`src/rtl/dispatch_stage.sv`:
```
// dispatch_stage: in-order dispatch queue that gathers head operands from register_status and issues them.
// Optional macro DISPATCH_WB_BYPASS_EN lets a same-cycle writeback broadcast satisfy a waiting source.
module dispatch_stage #(
    parameter int DEPTH  = 4,
    parameter int CTRL_W = 16
) (
    input  logic              clk,
    input  logic              rst,
    input  logic              flush,
    input  logic              in_valid,
    output logic              in_ready,
    input  logic [31:0]       in_pc,
    input  logic [CTRL_W-1:0] in_ctrl,
    input  logic [31:0]       in_imm,
    input  logic [4:0]        in_rs1,
    input  logic [4:0]        in_rs2,
    input  logic [4:0]        in_rd,
    input  logic              in_use_rs1,
    input  logic              in_use_rs2,
    input  logic              in_wr_rd,
    output logic [4:0]        rs1,
    output logic [4:0]        rs2,
    input  logic              rs1_valid,
    input  logic              rs2_valid,
    input  logic [31:0]       rs1_data,
    input  logic [31:0]       rs2_data,
    output logic              rd_alloc,
    output logic [4:0]        rd_alloc_addr,
    input  logic              wb_valid,
    input  logic [4:0]        wb_rd,
    input  logic [31:0]       wb_data,
    output logic              out_valid,
    input  logic              out_ready,
    output logic [31:0]       out_pc,
    output logic [CTRL_W-1:0] out_ctrl,
    output logic [31:0]       out_imm,
    output logic [4:0]        out_rd,
    output logic              out_wr_rd,
    output logic [31:0]       out_op1,
    output logic [31:0]       out_op2
);

    localparam int PTR_W = $clog2(DEPTH);
    localparam int CNT_W = PTR_W + 1;

    localparam logic [1:0] S_IDLE   = 2'd0;
    localparam logic [1:0] S_LOOKUP = 2'd1;
    localparam logic [1:0] S_WAIT   = 2'd2;
    localparam logic [1:0] S_ISSUE  = 2'd3;

    logic [31:0]       q_pc   [DEPTH];
    logic [CTRL_W-1:0] q_ctrl [DEPTH];
    logic [31:0]       q_imm  [DEPTH];
    logic [4:0]        q_rs1  [DEPTH];
    logic [4:0]        q_rs2  [DEPTH];
    logic [4:0]        q_rd   [DEPTH];
    logic              q_use1 [DEPTH];
    logic              q_use2 [DEPTH];
    logic              q_wr   [DEPTH];

    logic [CNT_W-1:0] count;
    logic [CNT_W-1:0] count_next;
    logic [PTR_W-1:0] head_ptr;
    logic [PTR_W-1:0] tail_ptr;
    logic [1:0]       state;

    logic        cap1, cap2;
    logic [31:0] op1_q, op2_q;
    logic        src1_sat, src2_sat;
    logic [31:0] src1_data, src2_data;
    logic        src1_ok, src2_ok;
    logic        push, pop;

    logic [4:0] head_rs1, head_rs2;
    logic       head_use1, head_use2;

    assign head_rs1  = q_rs1[head_ptr];
    assign head_rs2  = q_rs2[head_ptr];
    assign head_use1 = q_use1[head_ptr];
    assign head_use2 = q_use2[head_ptr];

    assign in_ready  = (count != CNT_W'(DEPTH));
    assign out_valid = (state == S_ISSUE);
    assign push      = in_valid && in_ready && !flush;
    assign pop       = out_valid && out_ready && !flush;
    assign rs1       = (count != '0) ? head_rs1 : 5'd0;
    assign rs2       = (count != '0) ? head_rs2 : 5'd0;

    always_comb begin
        count_next = count;
        if (push && !pop) begin
            count_next = count + CNT_W'(1);
        end else if (!push && pop) begin
            count_next = count - CNT_W'(1);
        end
    end

    // An unused or x0 source is trivially satisfied with zero data.
    always_comb begin
        src1_sat  = 1'b0;
        src1_data = 32'd0;
        if (!head_use1 || head_rs1 == 5'd0) begin
            src1_sat = 1'b1;
`ifdef DISPATCH_WB_BYPASS_EN
        end else if (wb_valid && wb_rd != 5'd0 && wb_rd == head_rs1) begin
            src1_sat  = 1'b1;
            src1_data = wb_data;
`endif
        end else if (rs1_valid) begin
            src1_sat  = 1'b1;
            src1_data = rs1_data;
        end
    end

    always_comb begin
        src2_sat  = 1'b0;
        src2_data = 32'd0;
        if (!head_use2 || head_rs2 == 5'd0) begin
            src2_sat = 1'b1;
`ifdef DISPATCH_WB_BYPASS_EN
        end else if (wb_valid && wb_rd != 5'd0 && wb_rd == head_rs2) begin
            src2_sat  = 1'b1;
            src2_data = wb_data;
`endif
        end else if (rs2_valid) begin
            src2_sat  = 1'b1;
            src2_data = rs2_data;
        end
    end

`ifndef DISPATCH_WB_BYPASS_EN
    logic unused_wb;
    assign unused_wb = ^{wb_valid, wb_rd, wb_data};
`endif

    assign src1_ok = cap1 || src1_sat;
    assign src2_ok = cap2 || src2_sat;

    always_ff @(posedge clk) begin
        if (!rst && push) begin
            q_pc[tail_ptr]   <= in_pc;
            q_ctrl[tail_ptr] <= in_ctrl;
            q_imm[tail_ptr]  <= in_imm;
            q_rs1[tail_ptr]  <= in_rs1;
            q_rs2[tail_ptr]  <= in_rs2;
            q_rd[tail_ptr]   <= in_rd;
            q_use1[tail_ptr] <= in_use_rs1;
            q_use2[tail_ptr] <= in_use_rs2;
            q_wr[tail_ptr]   <= in_wr_rd;
        end
    end

    always_ff @(posedge clk) begin
        if (rst) begin
            count         <= '0;
            head_ptr      <= '0;
            tail_ptr      <= '0;
            state         <= S_IDLE;
            cap1          <= 1'b0;
            cap2          <= 1'b0;
            op1_q         <= 32'd0;
            op2_q         <= 32'd0;
            rd_alloc      <= 1'b0;
            rd_alloc_addr <= 5'd0;
            out_pc        <= 32'd0;
            out_ctrl      <= '0;
            out_imm       <= 32'd0;
            out_rd        <= 5'd0;
            out_wr_rd     <= 1'b0;
            out_op1       <= 32'd0;
            out_op2       <= 32'd0;
        end else if (flush) begin
            count    <= '0;
            head_ptr <= '0;
            tail_ptr <= '0;
            state    <= S_IDLE;
            cap1     <= 1'b0;
            cap2     <= 1'b0;
            rd_alloc <= 1'b0;
        end else begin
            rd_alloc <= 1'b0;
            count    <= count_next;
            if (push) tail_ptr <= tail_ptr + PTR_W'(1);
            if (pop)  head_ptr <= head_ptr + PTR_W'(1);
            case (state)
                S_IDLE: begin
                    if (count_next != '0) state <= S_LOOKUP;
                end
                S_LOOKUP, S_WAIT: begin
                    if (!cap1 && src1_sat) begin
                        cap1  <= 1'b1;
                        op1_q <= src1_data;
                    end
                    if (!cap2 && src2_sat) begin
                        cap2  <= 1'b1;
                        op2_q <= src2_data;
                    end
                    // Issue payload is frozen here so it stays stable while execute stalls.
                    if (src1_ok && src2_ok) begin
                        state     <= S_ISSUE;
                        out_pc    <= q_pc[head_ptr];
                        out_ctrl  <= q_ctrl[head_ptr];
                        out_imm   <= q_imm[head_ptr];
                        out_rd    <= q_rd[head_ptr];
                        out_wr_rd <= q_wr[head_ptr];
                        out_op1   <= cap1 ? op1_q : src1_data;
                        out_op2   <= cap2 ? op2_q : src2_data;
                    end else begin
                        state <= S_WAIT;
                    end
                end
                S_ISSUE: begin
                    if (pop) begin
                        cap1          <= 1'b0;
                        cap2          <= 1'b0;
                        rd_alloc      <= out_wr_rd && (out_rd != 5'd0);
                        rd_alloc_addr <= out_rd;
                        state         <= (count_next != '0) ? S_LOOKUP : S_IDLE;
                    end
                end
                default: state <= S_IDLE;
            endcase
        end
    end

endmodule

```
`config.mk`:
```
export PLATFORM = sky130hd
export DESIGN_NAME = dispatch_stage
export DESIGN_NICKNAME = d
export VERILOG_FILES = /design/src/rtl/dispatch_stage.sv
export SDC_FILE = /design/constraint.sdc
export NUM_CORES = 1
export LEC_CHECK = 0
export CORE_MARGIN = 2
export CORE_UTILIZATION = 48
export CTS_CLUSTER_SIZE = 8
export DETAILED_ROUTE_END_ITERATION = 8
export PLACE_DENSITY_LB_ADDON = 0.2
export SYNTH_ARGS = -nofsm -noshare
export SYNTH_HDL_FRONTEND = slang
export SYNTH_SLANG_ARGS = --single-unit
export TNS_END_PERCENT = 5
```
`constraint.sdc`:
```
create_clock -name clk -period 4.15 [get_ports clk]
set_clock_uncertainty 0.1 [all_clocks]
set_input_delay 0.415 -clock clk [delete_from_list [all_inputs] [get_ports clk]]
set_output_delay 0.415 -clock clk [all_outputs]
set_load 0.02 [all_outputs]
```
==> Table 3: Implementation characteristics, run 1 <==
Table: implementation figures

Parameter                              Value

Run status
  Outcome .................. finished clean

Final layout
  Combined flip-flop and latch cell area .................. 0.0164 mm2
  Clkbuf count .................. 145
  Non-Filler Cell Area, Final .................. 0.0302 mm2
  Logic share of the area .................. 21.6%
  Final #Nets .................. 2170
  Number of sequential cells in the layout .................. 625
  Area taken by multi-input logic gates .................. 0.00653 mm2
  Multi-input combinational cell count .................. 862
  Number of signal-net buffers in the layout .................. 369
  Buffer share of cell area .................. 12.6%

Synth
  Simple-gate share of the synthesized area .................. 10.2%
  Commonest cells post-synth .................. edfxtp_1 (392), dfxtp_1 (233), nand2_1 (190)
  Synth area leader .................. edfxtp_1
  Post-synth top flop .................. edfxtp_1
  Mux frac, synth .................. 9.52%
  Combinational family with the most area after synthesis .................. simple AND/OR/NAND/NOR gates
  Flip-flops with a built-in enable .................. 392
  Fa+ha+maj area frac .................. 0.532%
  Register share after synthesis .................. 69.9%
  Top area cell types .................. edfxtp_1 (50%), dfxtp_1 (20%), mux4_2 (9.4%)
  Post-synthesis cell count from yosys .................. 1614
  Xor/xnor cell area share of the yosys netlist .................. 0.186%
  Synthesized instance count .................. 1614
  Number of distinct library cell variants in the gate-level netlist after synthesis .................. 50
  Synth top area share .................. 50.1%

Routing
  Vias after detailed routing .................. 14.6k
  Met2 layer wire length in the routed design .................. 26800 um
  Average wire per cell in the routed design .................. 21.0 um
  Uppermost layer routed .................. met5
  Detailed router's first-iteration violation count .................. 972
  Remaining routing DRC violations .................. 0
  Length of routed met3 wiring .................. 4220 um
  Antenna-violating nets left .................. 0

Power and ir drop
  Leak .................. 9.67 nW
  Max VDD drop .................. 404 uV
  Total clock network power .................. 6.58 mW
  Proportion of power drawn by flip-flops and latches .................. 48.0%
  Net Sw Frac .................. 21.4%
  Power group with the highest consumption .................. sequential cells
  Part of the total power dissipated in combinational logic .................. 5.2%
  Portion of total power attributed to the clock network .................. 46.8%
  Internal power .................. 11.1 mW

Clock tree
  Insertion delay at the late pin of the worst-skew pair .................. 0.62 ns
  Clock root buffer .................. clkbuf_16
  Hold-fix buffers, CTS .................. 0
  # resized after CTS .................. 0
  Post-CTS repair timing setup buffer count .................. 0
  Inserted Clock Buffers .................. 88
  Number of sinks handled by clock tree synthesis .................. 625

Worst setup path
  Critical path class .................. reg -> reg
  Worst path slowest cell .................. dfxtp_1
  Data required time of the worst path .................. 4.58 ns
  Cell depth of the worst flop-to-flop path .................. 7
  Largest stage delay, worst path .................. 0.70 ns
  Largest fanout of any net on the critical path .................. 31
  Worst setup path end .................. out_op2[30]
  CP Depth .................. 7
  Top delay family on crit path .................. simple AND/OR/NAND/NOR gates

Place
  DP Wirelength .................. 32300 um
  Final weighted congestion in routability-driven placement .................. 0.765
  Buffers on Ports .................. 336
  DP Cell Count .................. 2485

Min path
  Class of the most critical hold timing path .................. in -> reg
  Launch point of the worst hold path .................. rst

STA
  Number of failing hold endpoints at the final stage .................. 0
  Tcrit/Tclk final .................. 87.0%
  Final Slew Violations .................. 0
  Slew @ Worst Pin .................. 1.20 ns
  Top achievable clock speed .................. 277 MHz
  Worst slew margin .................. 19.9%
  Fin crit period .................. 3.61 ns

Die
  X dimension of the die .................. 225 um
  Chip area .................. 0.0508 mm2
  Vertical die dimension .................. 225 um

Job
  Max Cap Violations .................. 0
  OpenROAD warning count .................. 72

GRT
  Global-route track usage on met1 .................. 28.6%
  Fraction of met3 tracks used by global routing .................. 6.99%
  Initial antenna violation count .................. 8
  Met2 Usage GRT .................. 35.4%
  Number of global-route vias before repair .................. 14.8k
  Global-route wire length before repair .................. 84800 um
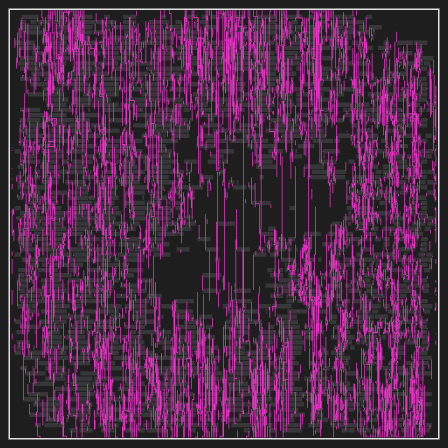
*Signal wires on met2, run 1*
Cells faint in the background.
1862 nets have wire on it. The longest straight run is 101 um. The layer holds 48% of the routed length. The layer carries 26.8 mm of wire. The wires run mostly vertical.

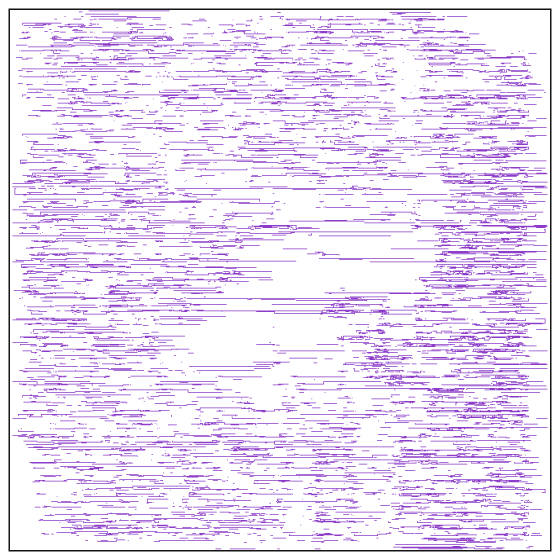
*Met1 routing, run 1*
The layer carries 23.3 mm of wire. The wires run mostly horizontal. 1963 nets have wire on it.

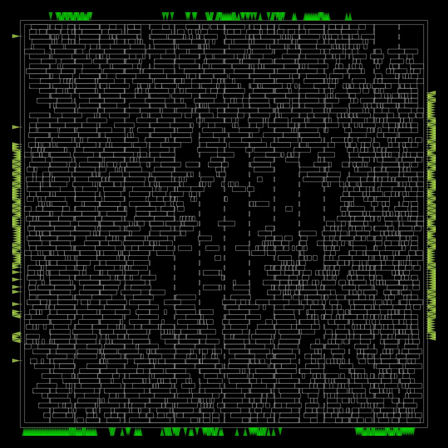
*Cell outlines without signal wires, run 1*
Fill cells: 3696
core area: 0.0486 mm2
final non-filler cell total: 2640
share of the final layout cell area in sequential cells: 54.5%
number of tap cells added at floorplan: 622

### Sequential cells coloured by netlist name, run 1

Other sequential cells in the stronger grey, the rest of the logic in the fainter grey.
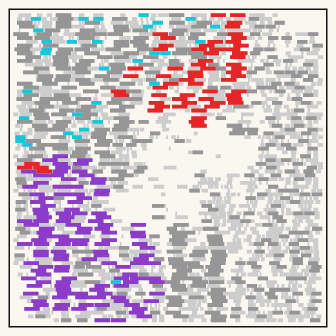

## Run 2: what changed since run 1
--- a/config.mk
+++ b/config.mk
@@ -6,7 +6,7 @@
 export NUM_CORES = 1
 export LEC_CHECK = 0
 export CORE_MARGIN = 2
-export CORE_UTILIZATION = 48
+export CORE_UTILIZATION = 55
 export CTS_CLUSTER_SIZE = 8
 export DETAILED_ROUTE_END_ITERATION = 8
 export PLACE_DENSITY_LB_ADDON = 0.2
==> constraint.sdc (replaced) <==
create_clock -name clk -period 4.45 [get_ports clk]
set_clock_uncertainty 0.1 [all_clocks]
set_input_delay 0.445 -clock clk [delete_from_list [all_inputs] [get_ports clk]]
set_output_delay 0.445 -clock clk [all_outputs]
set_load 0.02 [all_outputs]
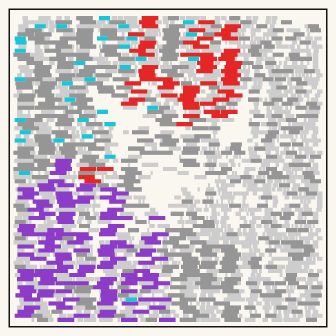
*Sequential cells coloured by netlist name, run 2*
Other sequential cells in the stronger grey, the rest of the logic in the fainter grey.
Key: cyan = out_imm [sequential cells 32]; purple = q_pc [sequential cells 128, where south-west]; red = q_ctrl [sequential cells 64, where north]
Another 401 sequential cells are not coloured.

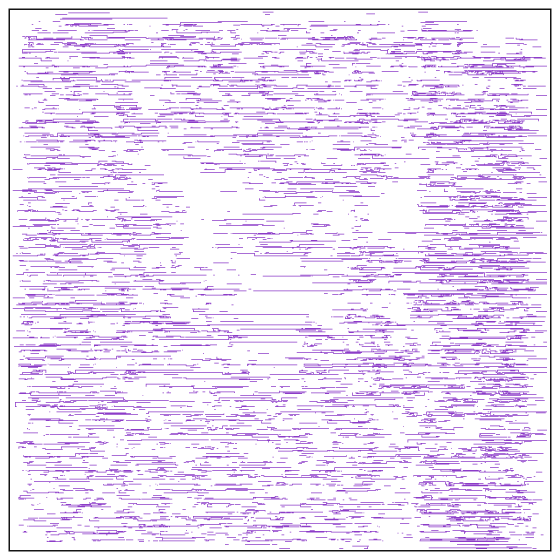
*Met1 routing, run 2*
The wires run mostly horizontal. The longest straight run is 52.0 um. The layer holds 40% of the routed length. The layer carries 22.2 mm of wire. 1980 nets have wire on it.

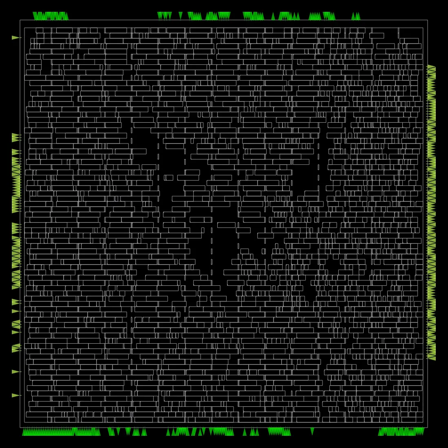
*Cell outlines without signal wires, run 2*
share of the final layout cell area in sequential cells: 54.9%
number of tap cells added at floorplan: 539
core area: 0.0420 mm2

==> run 2 against run 1 <==
Via count grew 1.0%. Die area is 13% lower. Maximum frequency shrank 0.78%. Highest routed layer unchanged. Critical path depth is the same.
==> Table 3: Implementation characteristics, run 2 <==
Table: implementation figures

Parameter                              Value

Clock tree
  Clock root buffer .................. clkbuf_16
  Hold-fix buffers, CTS .................. 0
  Post-CTS repair timing setup buffer count .................. 0
  Inserted Clock Buffers .................. 88
  Number of sinks handled by clock tree synthesis .................. 625
  # resized after CTS .................. 0

Power and ir drop
  Leak .................. 9.61 nW
  Power group with the highest consumption .................. sequential cells
  Part of the total power dissipated in combinational logic .................. 5.2%
  Portion of total power attributed to the clock network .................. 46.6%
  Internal power .................. 10.2 mW
  Max VDD drop .................. 377 uV
  Net Sw Frac .................. 21.5%

Final layout
  Number of sequential cells in the layout .................. 625
  Clkbuf count .................. 139
  Number of signal-net buffers in the layout .................. 363
  Multi-input combinational cell count .................. 862
  Fill cells .................. 2724
  Combined flip-flop and latch cell area .................. 0.0164 mm2
  Non-Filler Cell Area, Final .................. 0.0299 mm2
  Area taken by multi-input logic gates .................. 0.00653 mm2
  Buffer share of cell area .................. 12.4%
  Final non-filler cell total .................. 2547
  Final #Nets .................. 2164

Synth
  Post-synthesis cell count from yosys .................. 1614
  Commonest cells post-synth .................. edfxtp_1 (392), dfxtp_1 (233), nand2_1 (190)
  Synthesized instance count .................. 1614
  Mux frac, synth .................. 9.52%
  Flip-flops with a built-in enable .................. 392
  Post-synth top flop .................. edfxtp_1
  Top area cell types .................. edfxtp_1 (50%), dfxtp_1 (20%), mux4_2 (9.4%)
  Register share after synthesis .................. 69.9%
  Simple-gate share of the synthesized area .................. 10.2%
  Synth area leader .................. edfxtp_1
  Fa+ha+maj area frac .................. 0.532%

GRT
  Global-route track usage on met1 .................. 31.4%
  Number of global-route vias before repair .................. 15.1k
  Met2 Usage GRT .................. 40.8%
  Initial antenna violation count .................. 10
  Global-route wire length before repair .................. 84900 um
  Fraction of met3 tracks used by global routing .................. 8.28%

Routing
  Antenna-violating nets left .................. 0
  Remaining routing DRC violations .................. 0
  Average wire per cell in the routed design .................. 21.7 um
  Detailed router's first-iteration violation count .................. 1205
  Length of routed met3 wiring .................. 4720 um

Die
  X dimension of the die .................. 211 um
  Chip area .................. 0.0444 mm2

STA
  Slew @ Worst Pin .................. 1.20 ns
  Worst slew margin .................. 19.8%
  Top achievable clock speed .................. 275 MHz
  Fin crit period .................. 3.64 ns
  Final Slew Violations .................. 0
  Tcrit/Tclk final .................. 81.8%

Worst setup path
  Worst path slowest cell .................. dfxtp_1
  Critical path class .................. reg -> reg
  FF-to-FF setup slack .................. 0.81 ns
  Cell depth of the worst flop-to-flop path .................. 7
  Largest stage delay, worst path .................. 0.67 ns
  Worst setup path end .................. out_op2[1]
  Top delay family on crit path .................. AND-OR/OR-AND gates

Job
  OpenROAD warning count .................. 71
  Max Cap Violations .................. 0

Place
  DP Cell Count .................. 2396
  Buffers on Ports .................. 336
  DP Wirelength .................. 32200 um
  Final weighted congestion in routability-driven placement .................. 0.780

Min path
  Class of the most critical hold timing path .................. in -> reg
  Launch point of the worst hold path .................. rst

Run status
  Outcome .................. finished clean
Power and IR drop assume default switching activity.
